## src/rtl/acc_mod2nm1.sv

```systemverilog
// Streaming modulo (2^Width - 1) accumulator with valid/ready handshake.
// Operands are summed (or subtracted as 1's complement) with an end-around-carry
// parallel-prefix adder; the residue and operand count are emitted once per block.
module acc_mod2nm1 #(
    parameter int unsigned Width      = 8,
    // 0 = serial prefix chain, nonzero = Kogge-Stone log-depth prefix tree
    parameter int unsigned Speed      = 1,
    // 1 = all-ones is never produced (single zero), 0 = all-ones is a legal zero
    parameter bit          SingleZero = 1'b1,
    parameter int unsigned MaxOps     = 256,
    localparam int unsigned CntWidth  = $clog2(MaxOps + 1)
) (
    input  logic                clk_i,
    input  logic                rst_i,
    input  logic                in_valid_i,
    output logic                in_ready_o,
    input  logic [Width-1:0]    in_data_i,
    input  logic                in_sub_i,
    input  logic                in_last_i,
    output logic                out_valid_o,
    input  logic                out_ready_i,
    output logic [Width-1:0]    out_data_o,
    output logic [CntWidth-1:0] out_count_o
);

    typedef enum logic [1:0] {StIdle, StAccum, StHold} state_e;

    state_e              state_q;
    logic [Width-1:0]    acc_q;
    logic [CntWidth-1:0] cnt_q;
    logic                out_valid_q;
    logic [Width-1:0]    out_data_q;
    logic [CntWidth-1:0] out_count_q;

    logic                in_fire;
    logic                out_fire;
    logic [Width-1:0]    op_y;
    logic [Width-1:0]    base;
    logic [Width-1:0]    gen;
    logic [Width-1:0]    prop;
    logic [Width-1:0]    grp_g;
    logic [Width-1:0]    grp_p;
    logic [Width-1:0]    carry;
    logic [Width-1:0]    sum;
    logic                carry_in;
    logic [CntWidth-1:0] cnt_d;

    assign in_ready_o = ~out_valid_q | out_ready_i;
    assign in_fire    = in_valid_i & in_ready_o;
    assign out_fire   = out_valid_q & out_ready_i;

    // Subtraction adds the 1's complement; a new block always starts from zero.
    assign op_y = in_sub_i ? ~in_data_i : in_data_i;
    assign base = (state_q == StAccum) ? acc_q : '0;
    assign gen  = base & op_y;
    assign prop = base ^ op_y;

    // Group generate/propagate over bits [i:0]
    if (Speed != 0) begin : g_kogge_stone
        always_comb begin
            grp_g = gen;
            grp_p = prop;
            for (int d = 1; d < int'(Width); d = d * 2) begin
                // Descending index keeps the lower, not-yet-updated spans for this level
                for (int i = int'(Width) - 1; i >= d; i--) begin
                    grp_g[i] = grp_g[i] | (grp_p[i] & grp_g[i-d]);
                    grp_p[i] = grp_p[i] & grp_p[i-d];
                end
            end
        end
    end else begin : g_serial
        always_comb begin
            grp_g = gen;
            grp_p = prop;
            for (int i = 1; i < int'(Width); i++) begin
                grp_g[i] = gen[i] | (prop[i] & grp_g[i-1]);
                grp_p[i] = prop[i] & grp_p[i-1];
            end
        end
    end

    // Feeding full propagate back as carry turns an all-ones sum into zero.
    assign carry_in = SingleZero ? (grp_g[Width-1] | grp_p[Width-1]) : grp_g[Width-1];

    // End-around carry resolved in one step from the group terms
    always_comb begin
        carry[0] = carry_in;
        for (int i = 1; i < int'(Width); i++) begin
            carry[i] = grp_g[i-1] | (grp_p[i-1] & carry_in);
        end
    end

    assign sum = prop ^ carry;

    // Operand counter: restart at 1 on a block's first operand, saturate at MaxOps
    always_comb begin
        cnt_d = cnt_q;
        if (state_q != StAccum) begin
            cnt_d = CntWidth'(1);
        end else if (cnt_q != CntWidth'(MaxOps)) begin
            cnt_d = cnt_q + CntWidth'(1);
        end
    end

    // Block sequencing, accumulator and registered result
    always_ff @(posedge clk_i) begin
        if (rst_i) begin
            state_q     <= StIdle;
            acc_q       <= '0;
            cnt_q       <= '0;
            out_valid_q <= 1'b0;
            out_data_q  <= '0;
            out_count_q <= '0;
        end else begin
            if (out_fire) begin
                out_valid_q <= 1'b0;
            end
            if (in_fire) begin
                acc_q <= sum;
                cnt_q <= cnt_d;
                if (in_last_i) begin
                    state_q     <= StHold;
                    out_valid_q <= 1'b1;
                    out_data_q  <= sum;
                    out_count_q <= cnt_d;
                end else begin
                    state_q <= StAccum;
                end
            end else if (out_fire) begin
                state_q <= StIdle;
            end
        end
    end

    assign out_valid_o = out_valid_q;
    assign out_data_o  = out_data_q;
    assign out_count_o = out_count_q;

endmodule

```

## config.mk

```make
export PLATFORM = sky130hd
export DESIGN_NAME = acc_mod2nm1
export DESIGN_NICKNAME = d
export VERILOG_FILES = /design/src/rtl/acc_mod2nm1.sv
export SDC_FILE = /design/constraint.sdc
export NUM_CORES = 1
export LEC_CHECK = 0
export CAP_MARGIN = 20
export CORE_UTILIZATION = 31
export CTS_CLUSTER_DIAMETER = 150
export DETAILED_ROUTE_END_ITERATION = 12
export PLACE_DENSITY = 0.55
export REMOVE_ABC_BUFFERS = 1
export SLEW_MARGIN = 20
export SYNTH_ARGS = -nofsm -noshare
export SYNTH_HDL_FRONTEND = slang
export SYNTH_SLANG_ARGS = --single-unit
export TNS_END_PERCENT = 10
```

## constraint.sdc

```tcl
create_clock -name clk_i -period 8.6 [get_ports clk_i]
set_input_delay 1.72 -clock clk_i [delete_from_list [all_inputs] [get_ports clk_i]]
set_output_delay 1.72 -clock clk_i [all_outputs]
set_load 0.005 [all_outputs]
```

Run 1, signal wires on met1:
Supply wires on this layer in grey.
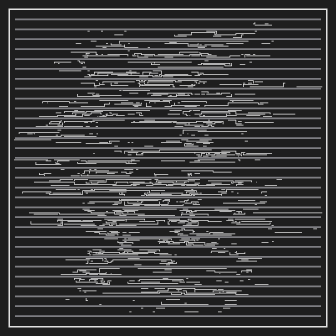
longest straight run = 35.4 um
share of all routed wire = 51%
wire length on this layer = 2710 um
main direction = horizontal

Run 1, clock nets:
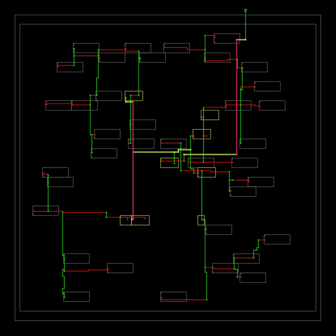
flop count: 37
clock buffer instance count of the final layout: 6
clock distribution power: 0.000132 W
# clock sinks: 37
Setup Skew: 0.00447 ns

==> Implementation_results.wiki, run 1 <==
=== Physical design figures ===
{| class="wikitable"
! Metric !! Value
|-
| Die x size || 86.9 um
|-
| Register fraction of the total cell area || 27.3%
|-
| Clk buf depth || 2
|-
| Area of the placeable core || 6870 um2
|-
| Number of antenna violations at the first check in global routing || 0
|-
| Power per cell area || 145 nW/um2
|-
| Number of well taps || 96
|-
| Leading cell types by total area after synthesis || sky130_fd_sc_hd__dfxtp_1, sky130_fd_sc_hd__ha_1, sky130_fd_sc_hd__nand2_1, sky130_fd_sc_hd__a21oi_1, sky130_fd_sc_hd__nand3_1
|-
| Count of multi-input combinational gates || 223
|-
| Final-stage net count || 334
|-
| Number of cells traversed by the worst register-to-register path || 12
|-
| Number of hold violations in the final report || 0
|-
| Total I/O pin count || 33
|-
| Kind of capture point of the worst setup path || output pin
|-
| Post-CTS setup-driven buffer insertion count || 0
|-
| Violation tally from detailed-route iteration zero || 151
|-
| Final Critical Period || 4.68 ns
|-
| CTS buffer count || 5
|-
| Clock root buffer || sky130_fd_sc_hd__clkbuf_8
|-
| Cell Count, Final, Fillers Out || 406
|-
| Invs w/o clock || 8
|-
| Hold Crit Depth || 2
|-
| Synthesized area divided by synthesized cell count || 7.82 um2
|-
| Placed cell area || 2620 um2
|-
| Final worst slack || 3.92 ns
|-
| Highest Clock Rate || 214 MHz
|-
| Number of instances in the placed design || 398
|-
| Vertical die dimension || 86.9 um
|-
| Worst-path cell chain || clkdlybuf4s50_1 > nand2b_1 > clkdlybuf4s50_1
|-
| All-layer global routing usage || 15.3%
|-
| Cts repair resizes || 0
|-
| Required time at the worst-slack endpoint || 6.88 ns
|-
| Final-layout fill cell count || 721
|-
| # Max-Cap Violations || 0
|-
| Die area || 7560 um2
|-
| Dominant delay contributor by cell family on the critical path || buffers and inverters
|-
| Outcome || completed
|-
| Overall power consumption || 0.000393 W
|-
| Slowest stage delay, CP || 0.56 ns
|-
| Synth area leader || sky130_fd_sc_hd__dfxtp_1
|-
| Number of antenna-violating nets in the routed design || 0
|-
| Post-route core utilization || 39.5%
|-
| Fin Hold WS || 0.455 ns
|-
| Cell Rows || 30
|-
| Setup total negative slack || 0 ns
|-
| Transition time at the pin with the least slew margin || 0.831 ns
|-
| Post-layout period usage of the worst path || 54.4%
|-
| WP depth || 3
|-
| Post-cts hold buffer count || 0
|-
| Via count of the first global-routing pass || 1908
|-
| Leakage Power || 0.984 nW
|-
| Cell repeated most along the worst path || sky130_fd_sc_hd__clkdlybuf4s50_1
|-
| Area growth from synthesis to final layout || 21.4%
|-
| Diode insertion count for antenna repair || 0
|-
| Worst-case headroom to the max-slew limit || 44.6%
|-
| Top-area cell type share of the netlist area || 33.1%
|-
| Number of flops mapped to enable cells by yosys || 0
|-
| CP Launch Type || input port
|-
| Average routed wire per standard cell || 13.2 um
|-
| DR pass1 iterations || 4
|-
| Routability congestion estimate from global placement || 0.852
|-
| Yosys stat chip area || 2240 um2
|-
| Slew Limit Fails || 0
|-
| Number of buffers other than clock buffers in the final layout || 34
|-
| Count of yosys warnings during synthesis || 0
|-
| Finish-stage setup viols || 0
|-
| Detailed Place HPWL || 3.68 mm
|-
| Total overflow reported by the global router || 0
|-
| Top cells by count || sky130_fd_sc_hd__dfxtp_1, sky130_fd_sc_hd__nand2_1, sky130_fd_sc_hd__nor2_1
|-
| Class of the tightest hold or removal check || reg2reg
|-
| Max stage delay cell, worst path || sky130_fd_sc_hd__clkdlybuf4s50_1
|-
| Starting Density || 32.6%
|-
| Post-route cell area || 2710 um2
|-
| Post-place setup slack || 3.87 ns
|-
| Number of remaining DRC errors || 0
|-
| Post-synthesis async set-or-reset flop share || 0%
|-
| Synth flops || 37
|}
Run 1, the metal 3 layer:
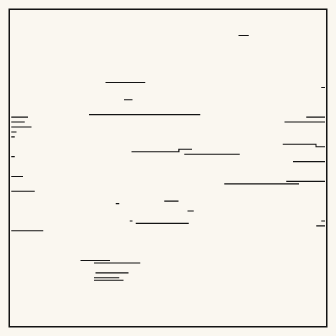
share of all routed wire = 4.6%
main direction = horizontal
nets with wire on the layer = 29
longest straight run = 30.4 um
wire length on this layer = 245 um
total vias in the final route: 2051
post-detailed-routing wire length: 5.35 mm

Run 1, M2 wires:
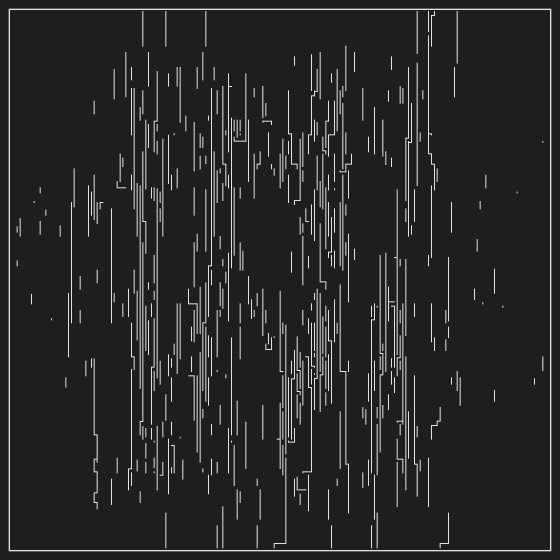
main direction = vertical
nets with wire on the layer = 264
longest straight run = 32.6 um
share of all routed wire = 43%
wire length on this layer = 2310 um
met2 GRT Util: 23.6%

## run 1: power by group
part           switching, W  internal [W]
logic             0.0000436     0.0000346
clock network     0.0000668     0.0000650
registers        0.00000370      0.000179
total              0.000114      0.000279
## run 1: worst paths after layout
path	from	to	slack [ns]
max reg2reg	state_q[0]	acc_q[1]	5.71
max	out_ready_i	in_ready_o	3.92
min	acc_q[4]	acc_q[4]	0.45
min reg2reg	acc_q[4]	acc_q[4]	0.45
## run 1: metal layers
layer  global-route usage, %  up-vias  routed length, um
li1                        -     1062                  -
met1                    21.7      934               2710
met2                    23.6       48               2310
met3                    2.09        7                245
met4                    5.91        0                 86
met5                       0        -                  0
## run 1: logic make-up after synthesis
| kind of cell | share of synthesized area, % |
|---|---|
| xor+xnor | 6.27 |
| compound gates | 21.4 |
| mux | 0.951 |
| fa+ha+maj | 6.49 |
| simple gates | 27.1 |
| flops | 33.1 |
| buf+inv | 4.64 |
## run 1: placed cells by master, fill, tap and decap left out, drive strengths merged, types with 2 or more instances in the layout
cell type,synthesis,final
a21oi,24,24
clkdlybuf4s50,0,32
nor2,25,25
nand2,33,33
nor3,7,7
clkbuf,11,6
or3,3,3
nand3b,2,2
buf,7,2
and3,3,3
a211oi,9,9
nor4b,2,2
nor4,3,3
a41o,2,2
nor3b,5,5
a311oi,2,2
a2bb2oi,5,5
nor2b,2,2
ha,10,10
o21a,4,4
dfxtp,37,37
inv,8,8
o21ai,11,11
clkinv,0,2
nand3,22,22
xnor2,4,4
nand2b,3,3
xor2,12,12
a31oi,2,2
and2,10,10
o211ai,2,2
## run 1: state kept, by name, indices dropped and copies added (netlist names)
name	flops
acc_q	8
cnt_q	9
out_count_o	9
out_data_o	8
out_valid_o	1
state_q	2
==> run 2, diff against run 1 <==
clock period = 4.5 ns   (was 8.6 ns; I/O delays follow)
Run 2, the metal 3 layer:
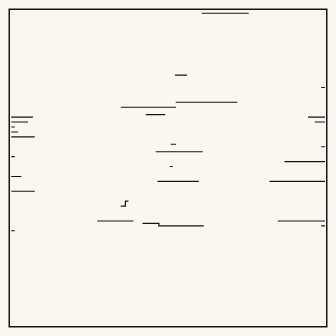
wire length on this layer = 184 um
main direction = horizontal
nets with wire on the layer = 24
longest straight run = 16.6 um
met3 Resource Use GR: 3.13%
total vias in the final route: 2039
post-detailed-routing wire length: 5.26 mm

Run 2, routed metal per tile:
Scale bar: 20 um. 17 x 17 tiles, from dark purple (low) to yellow (high), scaled to the fullest tile. Values are wire area over tile area, all layers added.
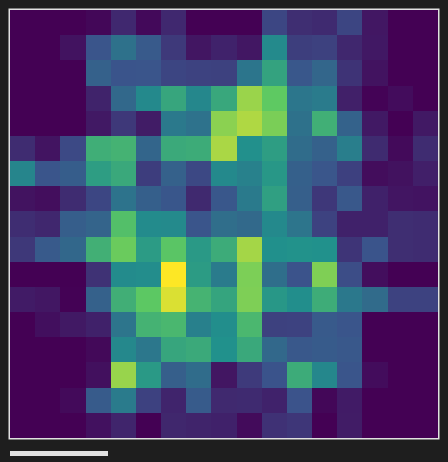
fullest tile = 0.42
nearly empty tiles = 22%
mean over tiles = 0.11
tiles over half the peak = 17%
densest ninth of the die = centre
average routed wire per standard cell: 13.0 um
all-layer global routing usage: 15.4%

==> Implementation_results.wiki, run 2 <==
=== Physical design figures ===
{| class="wikitable"
! Metric !! Value
|-
| Kind of capture point of the worst setup path || flop
|-
| Number of antenna violations at the first check in global routing || 0
|-
| Number of remaining DRC errors || 0
|-
| Met2 GRT Util || 24.6%
|-
| Number of hold violations in the final report || 0
|-
| # clock sinks || 37
|-
| Cell repeated most along the worst path || sky130_fd_sc_hd__nand2_1
|-
| Slew Limit Fails || 0
|-
| Top cells by count || sky130_fd_sc_hd__dfxtp_1, sky130_fd_sc_hd__nand2_1, sky130_fd_sc_hd__nor2_1
|-
| Die area || 7560 um2
|-
| Global Route met1 Usage || 20.6%
|-
| Dominant logic cell types in the final layout || sky130_fd_sc_hd__dfxtp_1, sky130_fd_sc_hd__nand2_1, sky130_fd_sc_hd__clkdlybuf4s50_1, sky130_fd_sc_hd__nor2_1, sky130_fd_sc_hd__a21oi_1
|-
| Final-stage net count || 334
|-
| Post-layout period usage of the worst path || 79.9%
|-
| Number of flops mapped to enable cells by yosys || 0
|-
| Synth flops || 37
|-
| DR pass1 iterations || 4
|-
| Setup total negative slack || 0 ns
|-
| Violation tally from detailed-route iteration zero || 143
|-
| Placed cell area || 2620 um2
|-
| Clk buf depth || 2
|-
| Dominant delay contributor by cell family on the critical path || adder cells
|-
| Highest Clock Rate || 278 MHz
|-
| Post-place setup slack || 0.582 ns
|-
| Power per cell area || 273 nW/um2
|-
| Outcome || completed
|-
| Post-synthesis async set-or-reset flop share || 0%
|-
| Class of the tightest hold or removal check || reg2reg
|-
| Count of yosys warnings during synthesis || 0
|-
| Leakage Power || 0.976 nW
|-
| Cell Count, Final, Fillers Out || 405
|-
| Required time at the worst-slack endpoint || 4.73 ns
|-
| Final-layout fill cell count || 729
|-
| Synthesized area divided by synthesized cell count || 7.82 um2
|-
| Worst-case headroom to the max-slew limit || 44.3%
|-
| Area growth from synthesis to final layout || 21.1%
|-
| Synth area leader || sky130_fd_sc_hd__dfxtp_1
|-
| Most used logic cell in the final layout || sky130_fd_sc_hd__dfxtp_1
|-
| Post-route cell area || 2710 um2
|-
| # Max-Cap Violations || 0
|-
| Starting Density || 32.6%
|-
| Vertical die dimension || 86.9 um
|-
| Top-area cell type share of the netlist area || 33.1%
|-
| Detailed Place HPWL || 3.68 mm
|-
| Routability congestion estimate from global placement || 0.864
|}
-- run 2: logic make-up (layout without fill, tap and decap cells) --
| logic type | count (synthesis) | count (layout) | synth area share [%] |
|---|---|---|---|
| compound gates | 71 | 71 | 21.4 |
| fa+ha+maj | 11 | 11 | 6.49 |
| simple gates | 123 | 123 | 27.1 |
| mux | 2 | 2 | 0.951 |
| flops | 37 | 37 | 33.1 |
| xor+xnor | 16 | 16 | 6.27 |
| buf+inv | 26 | 49 | 4.64 |
-- run 2: layout make-up --
| class | count | share of cell area (%) |
|---|---|---|
| multi-input combinational | 223 | 51.4 |
| sequential | 37 | 27.4 |
| timing repair buffer | 34 | 12.4 |
| tap | 96 | 4.44 |
| clock buffer | 6 | 3.05 |
| inverter | 8 | 1.11 |
| clock inverter | 1 | 0.277 |
-- run 2: tightest hold or removal path: stages (launching register included) --
cell and delay (ns):
sky130_fd_sc_hd__dfxtp_1 0.31, sky130_fd_sc_hd__nand2_1 0.05, sky130_fd_sc_hd__a21oi_1 0.05
-- run 2: metal layers --
| layer | vias up | wire, um |
|---|---|---|
| met2 | 36 | 2310 |
| li1 | 1064 | - |
| met1 | 932 | 2690 |
| met3 | 7 | 183 |
| met4 | 0 | 73 |
| met5 | - | 0 |
-- run 2: worst paths after layout --
kind | cells after the start | start | end | slack (ns)
min | 2 | acc_q[4] | acc_q[4] | 0.45
max reg2reg | 12 | state_q[0] | out_data_o[1] | 1.67
min reg2reg | 2 | acc_q[4] | acc_q[4] | 0.45
max | 11 | in_sub_i | out_data_o[1] | 0.91
-- run 2: where the power goes --
part	switching [W]	internal, W	total, W
clock network	0.000121	0.000121	0.000242
logic	0.0000822	0.0000661	0.000148
registers	0.00000763	0.000342	0.000350
Power figures rest on the tool's default switching activity, not on a simulated workload.
